### config.mk
export PLATFORM = sky130hd
export DESIGN_NAME = cpu_controller_flat
export DESIGN_NICKNAME = d
export VERILOG_FILES = /design/src/rtl/cpu_controller_if.sv /design/src/rtl/cpu_controller.sv /design/src/flat_wrapper.sv
export SDC_FILE = /design/constraint.sdc
export NUM_CORES = 1
export LEC_CHECK = 0
export CORE_MARGIN = 1.5
export CORE_UTILIZATION = 35
export CTS_CLUSTER_DIAMETER = 60
export DETAILED_ROUTE_END_ITERATION = 6
export SYNTH_ARGS = -nofsm -noshare
export SYNTH_HDL_FRONTEND = slang
export SYNTH_SLANG_ARGS = --single-unit
### constraint.sdc
create_clock -name clk -period 1.5 [get_ports clk]
set_input_delay 0.225 -clock clk [delete_from_list [all_inputs] [get_ports clk]]
set_output_delay 0.225 -clock clk [all_outputs]
set_load 0.005 [all_outputs]
### src/rtl/cpu_controller_if.sv
// Decoder-to-controller handshake and controller-to-datapath strobe bundle.
// master = instruction register/decoder side, slave = cpu_controller.
interface cpu_controller_if;
  logic       start;
  logic [2:0] opcode;
  logic [1:0] ALU_op;
  logic       waiting;
  logic [1:0] reg_sel;
  logic       wb_sel;
  logic       w_en;
  logic       load_a;
  logic       load_b;
  logic       load_c;
  logic       load_s;
  logic       asel;
  logic       bsel;
  logic       illegal;

  modport master (
    output start, opcode, ALU_op,
    input  waiting, reg_sel, wb_sel, w_en, load_a, load_b, load_c, load_s,
           asel, bsel, illegal
  );

  modport slave (
    input  start, opcode, ALU_op,
    output waiting, reg_sel, wb_sel, w_en, load_a, load_b, load_c, load_s,
           asel, bsel, illegal
  );
endinterface

### src/rtl/cpu_controller.sv
// Moore control FSM sequencing MOV/ALU instructions through read, execute and write-back.
// Define CTRL_ILLEGAL_HALT_EN to trap unsupported encodings in a sticky HALT state.
module cpu_controller (
  input logic             clk,
  input logic             rst_n,
  cpu_controller_if.slave bus
);

  localparam logic [2:0] OP_MOV  = 3'b110;
  localparam logic [2:0] OP_ALU  = 3'b101;
  localparam logic [1:0] MOV_IMM = 2'b10;
  localparam logic [1:0] MOV_REG = 2'b00;
  localparam logic [1:0] ALU_CMP = 2'b01;

  localparam logic [1:0] SEL_RM = 2'b00;
  localparam logic [1:0] SEL_RD = 2'b01;
  localparam logic [1:0] SEL_RN = 2'b10;

  typedef enum logic [2:0] {
    S_WAIT,
    S_DECODE,
    S_MOV_IMM,
    S_GET_A,
    S_GET_B,
    S_EXEC,
    S_WB
`ifdef CTRL_ILLEGAL_HALT_EN
    , S_HALT
`endif
  } state_t;

  typedef struct packed {
    logic       waiting;
    logic [1:0] reg_sel;
    logic       wb_sel;
    logic       w_en;
    logic       load_a;
    logic       load_b;
    logic       load_c;
    logic       load_s;
    logic       asel;
`ifdef CTRL_ILLEGAL_HALT_EN
    logic       illegal;
`endif
  } ctrl_t;

  state_t     state_q;
  state_t     state_next;
  ctrl_t      ctrl_q;
  logic [2:0] op_q;
  logic [1:0] alu_q;

  function automatic state_t next_state(input state_t s, input logic start,
                                        input logic [2:0] op, input logic [1:0] alu);
    state_t n;
    n = S_WAIT;
    case (s)
      S_WAIT:    n = start ? S_DECODE : S_WAIT;
      S_DECODE: begin
        if (op == OP_MOV && alu == MOV_IMM)      n = S_MOV_IMM;
        else if (op == OP_MOV && alu == MOV_REG) n = S_GET_B;
        else if (op == OP_ALU)                   n = S_GET_A;
`ifdef CTRL_ILLEGAL_HALT_EN
        else                                     n = S_HALT;
`else
        else                                     n = S_WAIT;
`endif
      end
      S_MOV_IMM: n = S_WAIT;
      S_GET_A:   n = S_GET_B;
      S_GET_B:   n = S_EXEC;
      S_EXEC:    n = (op == OP_ALU && alu == ALU_CMP) ? S_WAIT : S_WB;
      S_WB:      n = S_WAIT;
`ifdef CTRL_ILLEGAL_HALT_EN
      S_HALT:    n = S_HALT;
`endif
      default:   n = S_WAIT;
    endcase
    return n;
  endfunction

  // Strobes for the state about to be entered; registering them keeps the outputs Moore and glitch-free.
  function automatic ctrl_t outputs_for(input state_t s, input logic [2:0] op,
                                        input logic [1:0] alu);
    ctrl_t c;
    c = '0;
    case (s)
      S_WAIT:    c.waiting = 1'b1;
      S_MOV_IMM: begin c.reg_sel = SEL_RN; c.wb_sel = 1'b1; c.w_en = 1'b1; end
      S_GET_A:   begin c.reg_sel = SEL_RN; c.load_a = 1'b1; end
      S_GET_B:   begin c.reg_sel = SEL_RM; c.load_b = 1'b1; end
      S_EXEC: begin
        c.asel = (op == OP_MOV);
        if (op == OP_ALU && alu == ALU_CMP) begin
          c.load_s = 1'b1;
        end else begin
          c.load_c = 1'b1;
          c.load_s = (op == OP_ALU);
        end
      end
      S_WB:      begin c.reg_sel = SEL_RD; c.w_en = 1'b1; end
`ifdef CTRL_ILLEGAL_HALT_EN
      S_HALT:    c.illegal = 1'b1;
`endif
      default:   c = '0;
    endcase
    return c;
  endfunction

  // op_q/alu_q only change on acceptance, so they are already stable when EXEC is entered.
  assign state_next = next_state(state_q, bus.start, op_q, alu_q);

  // NOTE: async reset clears the registered strobes directly, so a pending w_en drops the instant rst_n falls.
  always_ff @(posedge clk or negedge rst_n) begin
    if (!rst_n) begin
      state_q <= S_WAIT;
      ctrl_q  <= '{waiting: 1'b1, default: '0};
      op_q    <= '0;
      alu_q   <= '0;
    end else begin
      // NOTE: non-blocking assignments so every register updates from pre-edge values.
      state_q <= state_next;
      ctrl_q  <= outputs_for(state_next, op_q, alu_q);
      if (state_q == S_WAIT && bus.start) begin
        op_q  <= bus.opcode;
        alu_q <= bus.ALU_op;
      end
    end
  end

  assign bus.waiting = ctrl_q.waiting;
  assign bus.reg_sel = ctrl_q.reg_sel;
  assign bus.wb_sel  = ctrl_q.wb_sel;
  assign bus.w_en    = ctrl_q.w_en;
  assign bus.load_a  = ctrl_q.load_a;
  assign bus.load_b  = ctrl_q.load_b;
  assign bus.load_c  = ctrl_q.load_c;
  assign bus.load_s  = ctrl_q.load_s;
  assign bus.asel    = ctrl_q.asel;
  assign bus.bsel    = 1'b0;
`ifdef CTRL_ILLEGAL_HALT_EN
  assign bus.illegal = ctrl_q.illegal;
`else
  assign bus.illegal = 1'b0;
`endif

endmodule

### src/flat_wrapper.sv
// flat-port wrapper written by rule: the top's interface ports become plain ports
module cpu_controller_flat 
  (clk, rst_n, bus_start, bus_opcode, bus_ALU_op, bus_waiting, bus_reg_sel, bus_wb_sel, bus_w_en, bus_load_a, bus_load_b, bus_load_c, bus_load_s, bus_asel, bus_bsel, bus_illegal);
  cpu_controller_if bus_i ();
  input logic clk;
  input logic rst_n;
  input wire logic [$bits(bus_i.start)-1:0] bus_start;
  input wire logic [$bits(bus_i.opcode)-1:0] bus_opcode;
  input wire logic [$bits(bus_i.ALU_op)-1:0] bus_ALU_op;
  output wire logic [$bits(bus_i.waiting)-1:0] bus_waiting;
  output wire logic [$bits(bus_i.reg_sel)-1:0] bus_reg_sel;
  output wire logic [$bits(bus_i.wb_sel)-1:0] bus_wb_sel;
  output wire logic [$bits(bus_i.w_en)-1:0] bus_w_en;
  output wire logic [$bits(bus_i.load_a)-1:0] bus_load_a;
  output wire logic [$bits(bus_i.load_b)-1:0] bus_load_b;
  output wire logic [$bits(bus_i.load_c)-1:0] bus_load_c;
  output wire logic [$bits(bus_i.load_s)-1:0] bus_load_s;
  output wire logic [$bits(bus_i.asel)-1:0] bus_asel;
  output wire logic [$bits(bus_i.bsel)-1:0] bus_bsel;
  output wire logic [$bits(bus_i.illegal)-1:0] bus_illegal;
  assign bus_i.start = bus_start;
  assign bus_i.opcode = bus_opcode;
  assign bus_i.ALU_op = bus_ALU_op;
  assign bus_waiting = bus_i.waiting;
  assign bus_reg_sel = bus_i.reg_sel;
  assign bus_wb_sel = bus_i.wb_sel;
  assign bus_w_en = bus_i.w_en;
  assign bus_load_a = bus_i.load_a;
  assign bus_load_b = bus_i.load_b;
  assign bus_load_c = bus_i.load_c;
  assign bus_load_s = bus_i.load_s;
  assign bus_asel = bus_i.asel;
  assign bus_bsel = bus_i.bsel;
  assign bus_illegal = bus_i.illegal;
  cpu_controller u_core (.clk(clk), .rst_n(rst_n), .bus(bus_i));
endmodule
Fig. 1: run 1, the clock network
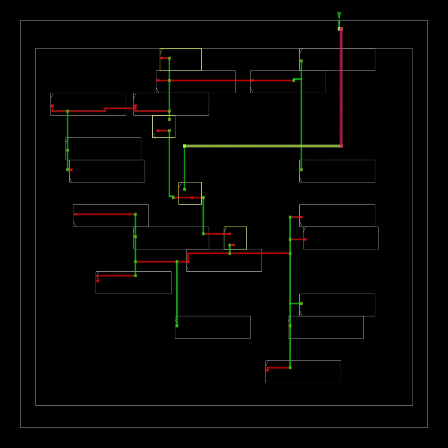
Worst-Skew Late Latency: 0.28 ns
CTS sink cnt: 18

Fig. 2: run 1, cell area per tile
(8 px per um) 10 x 10 tiles, from black (low) to pale yellow (high), 0 to 100% covered.
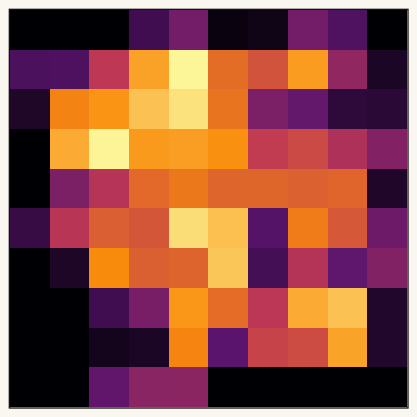
The densest ninth of the die: middle. The emptiest ninth of the die: bottom left. 18% of the tiles are over 75% full.

==> job_summary.md, run 1 <==
## Synthesis and layout report

| Metric | Value |
|---|---|
| Status | `finished clean` |
| Total Power | `1.78 mW` |
| Top area cell types | `dfrtp_1 (56%), mux2_2 (5.9%), nor2_1 (3.9%)` |
| Internal power | `1.20 mW` |
| Critical-path maximum fanout | `1` |
| IO Port Bufs | `17` |
| Max Slew Vio Count | `0` |
| Most frequent logic cell in the layout | `dfrtp_1` |
| Syn-to-layout area delta | `33.8%` |
| CP delay by family, top | `buffers and inverters` |
| Post-CTS Setup Repair Bufs | `0` |
| MUX share of area | `0.0722` |
| Vias in the first global route | `503` |
| Met1 usage | `0.139` |
| Drt first pass iters | `2` |
| ANT nets after route | `0` |
| Die area | `0.00247 mm2` |
| PnR worst setup slack | `0.167 ns` |
| Setup WS pre-CTS | `-0.0344 ns` |
| Async SR Flop Fraction | `1.00` |
| Highest Signal Layer | `met4` |
| CP Cell Sequence | `clkdlybuf4s50_1` |
| Met2 WL | `607 um` |
| I/O pin total | `20` |
| Met3 GRT Util | `0.0364` |
| Most common reg cell | `dfrtp_1` |
| Initial antenna violation count | `0` |
| Slowest cell delay on critical path | `0.49 ns` |
| Largest combinational cell category by area | `simple AND/OR/NAND/NOR gates` |
| Non-Filler Instances | `111` |
| Mapped Area | `762 um2` |
| Clock power frac | `0.160` |
| Max cap viols | `0` |
| Flip-flops with a built-in enable | `0` |
| GRT Residual Overflow | `0` |
| TritonCTS clock tree | `yes` |
| Ys cells | `60` |
| Met2 usage | `0.202` |
| DRC | `0` |
| Inserted Clock Buffers | `3` |
| Vias/cell | `4.65` |
| Drt wl/cell | `11.0 um` |
| Nets@finish | `93` |
| WL final | `1220 um` |
| Buffers and inverters on the worst path | `1` |
| Synth unique cells | `27` |
| Adder-Cell Fraction of Synth Area | `0` |
| Ao+oa area frac | `0.0854` |
| Worst vdd ir | `0.000859 V` |
| Placed Area | `985 um2` |
| Logic pwr share | `0.398` |
| And+or+nand+nor area frac | `0.210` |
| Final Hold Vio Count | `0` |
| Reg2Reg Setup Slack | `0.17 ns` |
| ANT cells | `0` |
| Fin crit share | `0.889` |
| Sequential Power Share | `0.442` |
| All-layer global routing usage | `0.120` |
| Slowest-stage cell, CP | `clkdlybuf4s50_1` |
| Pin count of the biggest net entering global routing | `19` |
| Synth cell count leaders | `dfrtp_1 (17), nor2_1 (8), mux2_2 (4)` |
| Chip Height | `49.7 um` |
| Top area contributor share | `0.558` |
| DP HPWL | `931 um` |
| Kind of start point of the critical path | `flop` |
| Top Layout Cells | `dfrtp_1 (17), clkdlybuf4s50_1 (16), nor2_1 (8)` |
| RSZ-0062 raised after global routing | `no` |
| Grt peak-use layer | `met2` |
| Die width | `49.7 um` |
| Reg2reg start | `u_core.state_q[2]` |
| Crit path DAT | `1.11 ns` |
| Critical path endpoint category | `output port` |
| Cells after Synth | `60` |
| Vias | `516` |
| Yosys stat area | `762 um2` |
Fig. 3: run 1, pin placement
(8 px per um) Pins as bars across the die edge, other pins in gray.
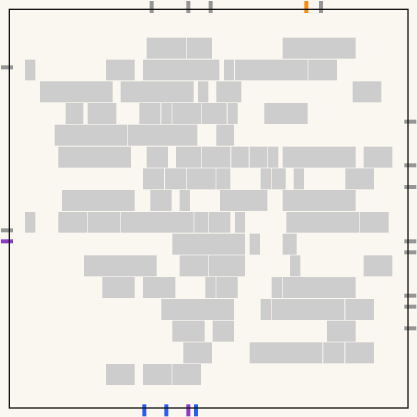
Blue shows bus_opcode, pins 3, direction input, edge bottom. Orange shows bus_load_b, pins 1, direction output, edge top. Purple shows bus_ALU_op, pins 2, direction input, edge 1 left, 1 bottom.
All pins by edge: 8 right, 5 top, 4 bottom, 3 left.

Fig. 4: run 1, placement by cell class
(6 px per um)
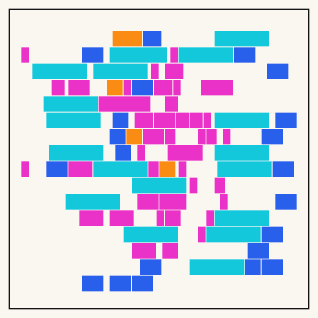
Magenta shows combinational and other logic, cells 41, share of their area 30%. Blue shows remaining buffers and delay cells, cells 21, share of their area 20%. Orange shows clock drivers and dummy loads, cells 4, share of their area 3.7%. Cyan shows sequential cells, cells 18, share of their area 46%.
core area: 0.00200 mm2
standard-cell rows: 16
fin util: 0.509
Seq/total area: 0.443
post-route design area: 0.00102 mm2

## run 1: final cells by class
type / instances / area (um2)
tap: 27 / 33.8
inverter: 3 / 11.3
multi-input combinational: 38 / 288
fill: 179 / 982
clock buffer: 4 / 36.3
sequential: 18 / 452
timing repair buffer: 21 / 199
## run 1: what timing repair did
| action | 4_1_cts | 5_1_grt |
|---|---|---|
| endpoints found under the setup margin | 1 | 0 |
| gates resized | 1 | 0 |
| hold buffers | 0 | 0 |
## run 1: power by group through the flow
| stage | registers, mW | logic [mW] | clock network [mW] |
|---|---|---|---|
| floorplan | 0.809 | 0.417 | 0 |
| finish | 0.786 | 0.709 | 0.285 |
| CTS | 0.786 | 0.720 | 0.299 |
| global route | 0.810 | 0.789 | 0.325 |
| detailed placement | 0.797 | 0.728 | 0 |
| global placement | 0.793 | 0.716 | 0 |
## run 1: worst paths after layout
check                                           to  depth (start not counted)
worst max-delay path                    bus_load_s                          1
worst min-delay path             u_core.bus.load_s                          2
worst max register to register      u_core.op_q[1]                          3
worst min register to register   u_core.bus.wb_sel                          2
max in group asynchronous       u_core.bus.waiting                          2
min in group clk                   u_core.alu_q[1]                          3
## run 1: flip-flops by register name, summed over array words and instances (netlist names)
signal	cells
u_core.state_q	3
u_core.bus.asel	1
u_core.bus.load_a	1
u_core.bus.waiting	1
u_core.bus.w_en	1
u_core.bus.wb_sel	1
u_core.op_q	3
u_core.bus.load_b	1
u_core.bus.reg_sel	2
u_core.bus.load_c	1
u_core.bus.load_s	1
u_core.alu_q	2
## run 1: cells by family after synthesis
group	Yosys count
AND/OR/NAND/NOR	23
flip-flops	18
AND-OR/OR-AND	8
multiplexers	5
buffers and inverters	5
other	1
Fig. 5: run 1, signal wires by layer
(6 px per um)
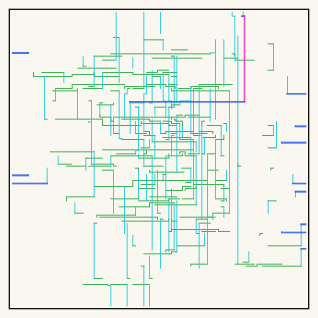

==> run 2, diff against run 1 <==
==> constraint.sdc (replaced) <==
create_clock -name clk -period 1.7 [get_ports clk]
set_input_delay 0.255 -clock clk [delete_from_list [all_inputs] [get_ports clk]]
set_output_delay 0.255 -clock clk [all_outputs]
set_load 0.005 [all_outputs]
Fig. 6: run 2, signal wires by layer
(6 px per um)
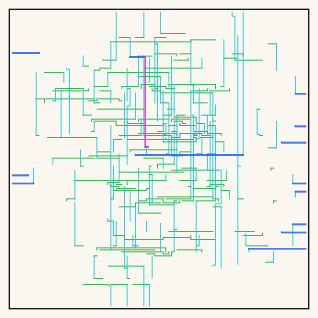
Cyan shows metal 2, wire length 633 um. Blue shows metal 3, wire length 57.3 um. Green shows metal 1, wire length 547 um. Magenta shows metal 4, wire length 15.0 um.

==> run 2 against run 1 <==
  * Via count shrank 0.97%
  * Core utilization is 1.1 points lower
  * Clock skew is 0.0011 ns higher
  * Sequential power down 6.7%
  * Setup slack got worse by 0.029 ns
  * Cell area shrank 2.1%
  * Critical path type unchanged
  * Clock power fell by 9.5%
  * Count of clock-buffer cells in the layout did not move
  * Cell count fell by 2.7%
  * Register-to-register slack improved by 0.08 ns
  * Power down 13%
  * Non-clock buffer count down 3
==> job_summary.md, run 2 <==
## Synthesis and layout report

| Metric | Value |
|---|---|
| Yosys stat area | `762 um2 (unchanged)` |
| Synth cell count leaders | `dfrtp_1 (17), nor2_1 (8), mux2_2 (4) (unchanged)` |
| Worst-Skew Late Latency | `0.29 ns (was 0.28 ns)` |
| Fin util | `0.499 (was 0.509)` |
| DRC | `0 (unchanged)` |
| Reg2reg start | `u_core.state_q[0] (was u_core.state_q[2])` |
| Most common reg cell | `dfrtp_1 (unchanged)` |
| Top Layout Cells | `clkdlybuf4s50_1 (17), dfrtp_1 (17), nor2_1 (8) (was dfrtp_1 (17), clkdlybuf4s50_1 (16), nor2_1 (8))` |
| Sequential Power Share | `0.474 (was 0.442)` |
| Post-CTS Setup Repair Bufs | `0 (unchanged)` |
| IO Port Bufs | `17 (unchanged)` |
| Die width | `49.7 um (unchanged)` |
| Ys cells | `60 (unchanged)` |
| Inserted Clock Buffers | `3 (unchanged)` |
| Initial antenna violation count | `0 (unchanged)` |
| Top area cell types | `dfrtp_1 (56%), mux2_2 (5.9%), nor2_1 (3.9%) (unchanged)` |
| Async SR Flop Fraction | `1.00 (unchanged)` |
| Chip Height | `49.7 um (unchanged)` |
| Crit path depth | `1 (unchanged)` |
| Nets@finish | `90 (was 93)` |
| ANT cells | `0 (unchanged)` |
| ANT nets after route | `0 (unchanged)` |
| CP delay by family, top | `flip-flops (was buffers and inverters)` |
| RSZ-0062 raised after global routing | `no (unchanged)` |
| Status | `finished clean (unchanged)` |
| PnR worst setup slack | `0.138 ns (was 0.167 ns)` |
| Final Hold Vio Count | `0 (unchanged)` |
| All-layer global routing usage | `0.130 (was 0.120)` |
| Standard-cell rows | `16 (unchanged)` |
| Worst vdd ir | `0.000640 V (was 0.000859 V)` |
| Post-CTS Resized | `0 (was 1)` |
| Fin crit share | `0.919` |
| Cells after Synth | `60 (unchanged)` |
| R2R Path End | `u_core.op_q[0] (was u_core.op_q[1])` |
| Setup WS pre-CTS | `0.0677 ns (was -0.0344 ns)` |
| Vias | `511 (was 516)` |
| Clock power frac | `0.167 (was 0.160)` |
| Vias in the first global route | `536 (was 503)` |
| Largest regs | `u_core.op_q x3, u_core.state_q x3 (unchanged)` |
| I/O pin total | `20 (unchanged)` |
| Die area | `0.00247 mm2 (unchanged)` |
| Path depth of the worst reg2reg path | `2 (was 3)` |
| Slowest cell delay on critical path | `0.53 ns (was 0.49 ns)` |
| Critical path endpoint | `bus_waiting (was bus_load_s)` |
| Power Sequential | `0.733 mW (was 0.786 mW)` |
| Vias/cell | `4.73 (was 4.65)` |
| Drt first pass iters | `4 (was 2)` |
| Top area contributor share | `0.558 (unchanged)` |
| Drt wl/cell | `11.6 um (was 11.0 um)` |
| Max Slew Vio Count | `0 (unchanged)` |
| Flip-flops with a built-in enable | `0 (unchanged)` |
| Core area | `0.00200 mm2 (unchanged)` |
| # hold bufs at CTS | `0 (unchanged)` |
| TritonCTS clock tree | `yes (unchanged)` |
| Pwr top | `sequential cells (unchanged)` |
==> run 2: final cells by class <==
class | instances | area [um2]
fill | 188 | 1000
sequential | 18 | 452
multi-input combinational | 38 | 288
timing repair buffer | 18 | 178
clock buffer | 4 | 36.3
tap | 27 | 33.8
inverter | 3 | 11.3
==> run 2: cells by family (layout without fill, tap and decap cells) <==
family | after synthesis | after routing | share of synthesized area
compound gates | 8 | 8 | 0.0854
buf+inv | 5 | 25 | 0.0345
flops | 18 | 18 | 0.593
mux | 5 | 5 | 0.0722
other cells | 1 | 2 | 0.00492
simple gates | 23 | 23 | 0.210
==> run 2: per-stage QoR <==
stage	cell area, um2	power (mW)	cells
finish	998	1.55	108
global route	998	1.67	108
CTS	998	1.57	108
detailed placement	962	1.31	104
global placement	962	1.29	104
floorplan	766	1.08	61
==> run 2: how the worst min path moves through the flow <==
stage / endpoint / slack (ns) / cells past startpoint
3_5_place_dp: u_core.bus.wb_sel / 0.51 / 2
3_3_place_gp: u_core.bus.wb_sel / 0.50 / 2
4_1_cts: u_core.bus.load_s / 0.28 / 2
2_1_floorplan: u_core.alu_q[0] / -0.04 / 0
6_report: u_core.bus.asel / 0.28 / 2
5_1_grt: u_core.bus.load_s / 0.29 / 2
==> run 2: worst reg2reg max path, delay by kind of cell, from the launching register on <==
family | cells | cell delay [ns]
simple gates | 1 | 0.46
mux | 1 | 0.38
flops | 1 | 0.51
==> run 2: layer usage <==
| metal | track usage | routed length [um] | up-vias | share of wire |
|---|---|---|---|---|
| met3 | 0.0303 | 57 | 2 | 0.046 |
| met2 | 0.207 | 633 | 15 | 0.51 |
| met1 | 0.157 | 546 | 244 | 0.44 |
| li1 | - | - | 250 | - |
| met4 | 0.0833 | 14 | 0 | 0.011 |
| met5 | 0 | 0 | - | 0 |
==> run 3, diff against run 2 <==
--- a/config.mk
+++ b/config.mk
@@ -9,6 +9,7 @@
 export CORE_UTILIZATION = 35
 export CTS_CLUSTER_DIAMETER = 60
 export DETAILED_ROUTE_END_ITERATION = 6
+export HOLD_SLACK_MARGIN = 0.1
 export SYNTH_ARGS = -nofsm -noshare
 export SYNTH_HDL_FRONTEND = slang
 export SYNTH_SLANG_ARGS = --single-unit
Fig. 7: run 3, the clock network
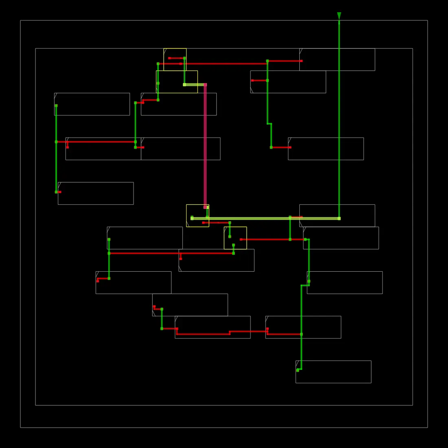
Worst-Skew Late Latency: 0.29 ns
clk pwr: 0.258 mW
FFs & Latches: 18
Layout Skew: 0.00483 ns

==> run 3 against run 2 <==
  * Hold slack is the same
  * Register-to-register slack about the same
  * Routed wire length is the same
  * Die size unchanged
  * Critical path type unchanged
  * Largest power group unchanged
==> job_summary.md, run 3 <==
## Synthesis and layout report

| Metric | Value |
|---|---|
| Status | `finished clean (unchanged)` |
| Ao+oa area frac | `0.0854 (unchanged)` |
| DP HPWL | `956 um (unchanged)` |
| ANT nets after route | `0 (unchanged)` |
| Synth unique cells | `27 (unchanged)` |
| Top area cell types | `dfrtp_1 (56%), mux2_2 (5.9%), nor2_1 (3.9%) (unchanged)` |
| Nets@finish | `90 (unchanged)` |
| ANT cells | `0 (unchanged)` |
| Core area | `0.00200 mm2 (unchanged)` |
| Cells after Synth | `60 (unchanged)` |
| CTS sink cnt | `18 (unchanged)` |
| Yosys xor share | `0 (unchanged)` |
| Largest regs | `u_core.op_q x3, u_core.state_q x3 (unchanged)` |
| Ys cells | `60 (unchanged)` |
| Kind of start point of the critical path | `flop (unchanged)` |
| Critical path endpoint category | `output port (unchanged)` |
| Inst Count DP | `104 (unchanged)` |
| Synth cell count leaders | `dfrtp_1 (17), nor2_1 (8), mux2_2 (4) (unchanged)` |
| I/O pin total | `20 (unchanged)` |
| Reg2reg start | `u_core.state_q[0] (unchanged)` |
| Slowest-stage cell, CP | `dfstp_2 (unchanged)` |
| Drt first pass iters | `4 (unchanged)` |
| Reg2Reg Setup Slack | `0.25 ns (about the same)` |
| R2R Path End | `u_core.op_q[0] (unchanged)` |
| CP Cell Sequence | `clkdlybuf4s50_1 (unchanged)` |
| Slowest cell delay on critical path | `0.53 ns (about the same)` |
| Syn-to-layout area delta | `31.0% (unchanged)` |
| Standard-cell rows | `16 (unchanged)` |
| Logic pwr share | `0.359 (about the same)` |
| Pin count of the biggest net entering global routing | `19 (unchanged)` |
| Crit path depth | `1 (unchanged)` |
| Final Hold Vio Count | `0 (unchanged)` |
| Adder-Cell Fraction of Synth Area | `0 (unchanged)` |
| Top Layout Cells | `clkdlybuf4s50_1 (17), dfrtp_1 (17), nor2_1 (8) (unchanged)` |
| # hold bufs at CTS | `0 (unchanged)` |
| Top area contributor share | `0.558 (unchanged)` |
| Internal power | `1.03 mW (unchanged)` |
| Mapped Area | `762 um2 (unchanged)` |
| Post-CTS Setup Repair Bufs | `0 (unchanged)` |
| Initial antenna violation count | `0 (unchanged)` |
| Worst vdd ir | `0.000640 V (unchanged)` |
| Flip-flops with a built-in enable | `0 (unchanged)` |
| Die width | `49.7 um (unchanged)` |
| MUX share of area | `0.0722 (unchanged)` |
| Max Slew Vio Count | `0 (unchanged)` |
| Non-Filler Instances | `108 (unchanged)` |
| Buffers and inverters on the worst path | `1 (unchanged)` |
| And+or+nand+nor area frac | `0.210 (unchanged)` |
| TritonCTS clock tree | `yes (unchanged)` |
| Most common reg cell | `dfrtp_1 (unchanged)` |
| RSZ-0062 raised after global routing | `no (unchanged)` |
| Largest combinational cell category by area | `simple AND/OR/NAND/NOR gates (unchanged)` |
| Fin crit share | `0.919 (unchanged)` |
| Vias | `511 (unchanged)` |
| Post-CTS Resized | `0 (unchanged)` |
| IO Port Bufs | `17 (unchanged)` |
| CP delay by family, top | `flip-flops (unchanged)` |
| Sequential Power Share | `0.474 (about the same)` |
| Inserted Clock Buffers | `3 (unchanged)` |
| Chip Height | `49.7 um (unchanged)` |
| Total Power | `1.55 mW (unchanged)` |
| Die area | `0.00247 mm2 (unchanged)` |
| Drt wl/cell | `11.6 um (unchanged)` |
## run 3: cell counts after synthesis
Identical to the previous run, type by type.
## run 3: power by group through the flow
stage                     logic [mW]  clock network (mW)  registers [mW]
final                          0.555               0.258           0.733
after floorplan                0.368                   0           0.714
after global routing           0.625               0.291           0.759
after global placement         0.556                   0           0.734
after CTS                      0.566               0.268           0.734
after detailed placement       0.565                   0           0.745
## run 3: layer usage
metal	share of wire	track usage	vias to the layer above
li1	-	-	250
met1	0.44	0.157	244
met2	0.51	0.207	15
met3	0.046	0.0303	2
met4	0.011	0.0833	0
met5	0	0	-
## run 3: per-stage QoR
stage | area [um2] | setup slack (ns) | hold slack, ns
detailed placement | 962 | 0.0677 | 0.512
CTS | 998 | 0.121 | 0.284
global route | 998 | 0.0981 | 0.292
finish | 998 | 0.138 | 0.281
global placement | 962 | 0.0914 | 0.503
floorplan | 766 | 0.364 | -0.0406
## run 3: worst max path at each step
stage	start	endpoint	slack, ns
6_report	u_core.bus.waiting	bus_waiting	0.14
5_1_grt	u_core.bus.waiting	bus_waiting	0.1
4_1_cts	u_core.bus.waiting	bus_waiting	0.12
3_5_place_dp	bus_start	u_core.op_q[0]	0.07
3_3_place_gp	bus_start	u_core.op_q[2]	0.09
2_1_floorplan	u_core.state_q[1]	u_core.alu_q[0]	0.36
## run 3: kinds of logic after synthesis
group                  Yosys count
AOI/OAI and AO/OA                8
buffers and inverters            5
DFF                             18
muxes                            5
other                            1
and+or+nand+nor                 23
## run 3: cell type report
class                      instances  area, um2
fill                             188       1000
inverter                           3       11.3
timing repair buffer              18        178
multi-input combinational         38        288
sequential                        18        452
tap                               27       33.8
clock buffer                       4       36.3
No activity file was given, so power comes from the tool's default toggle rates.
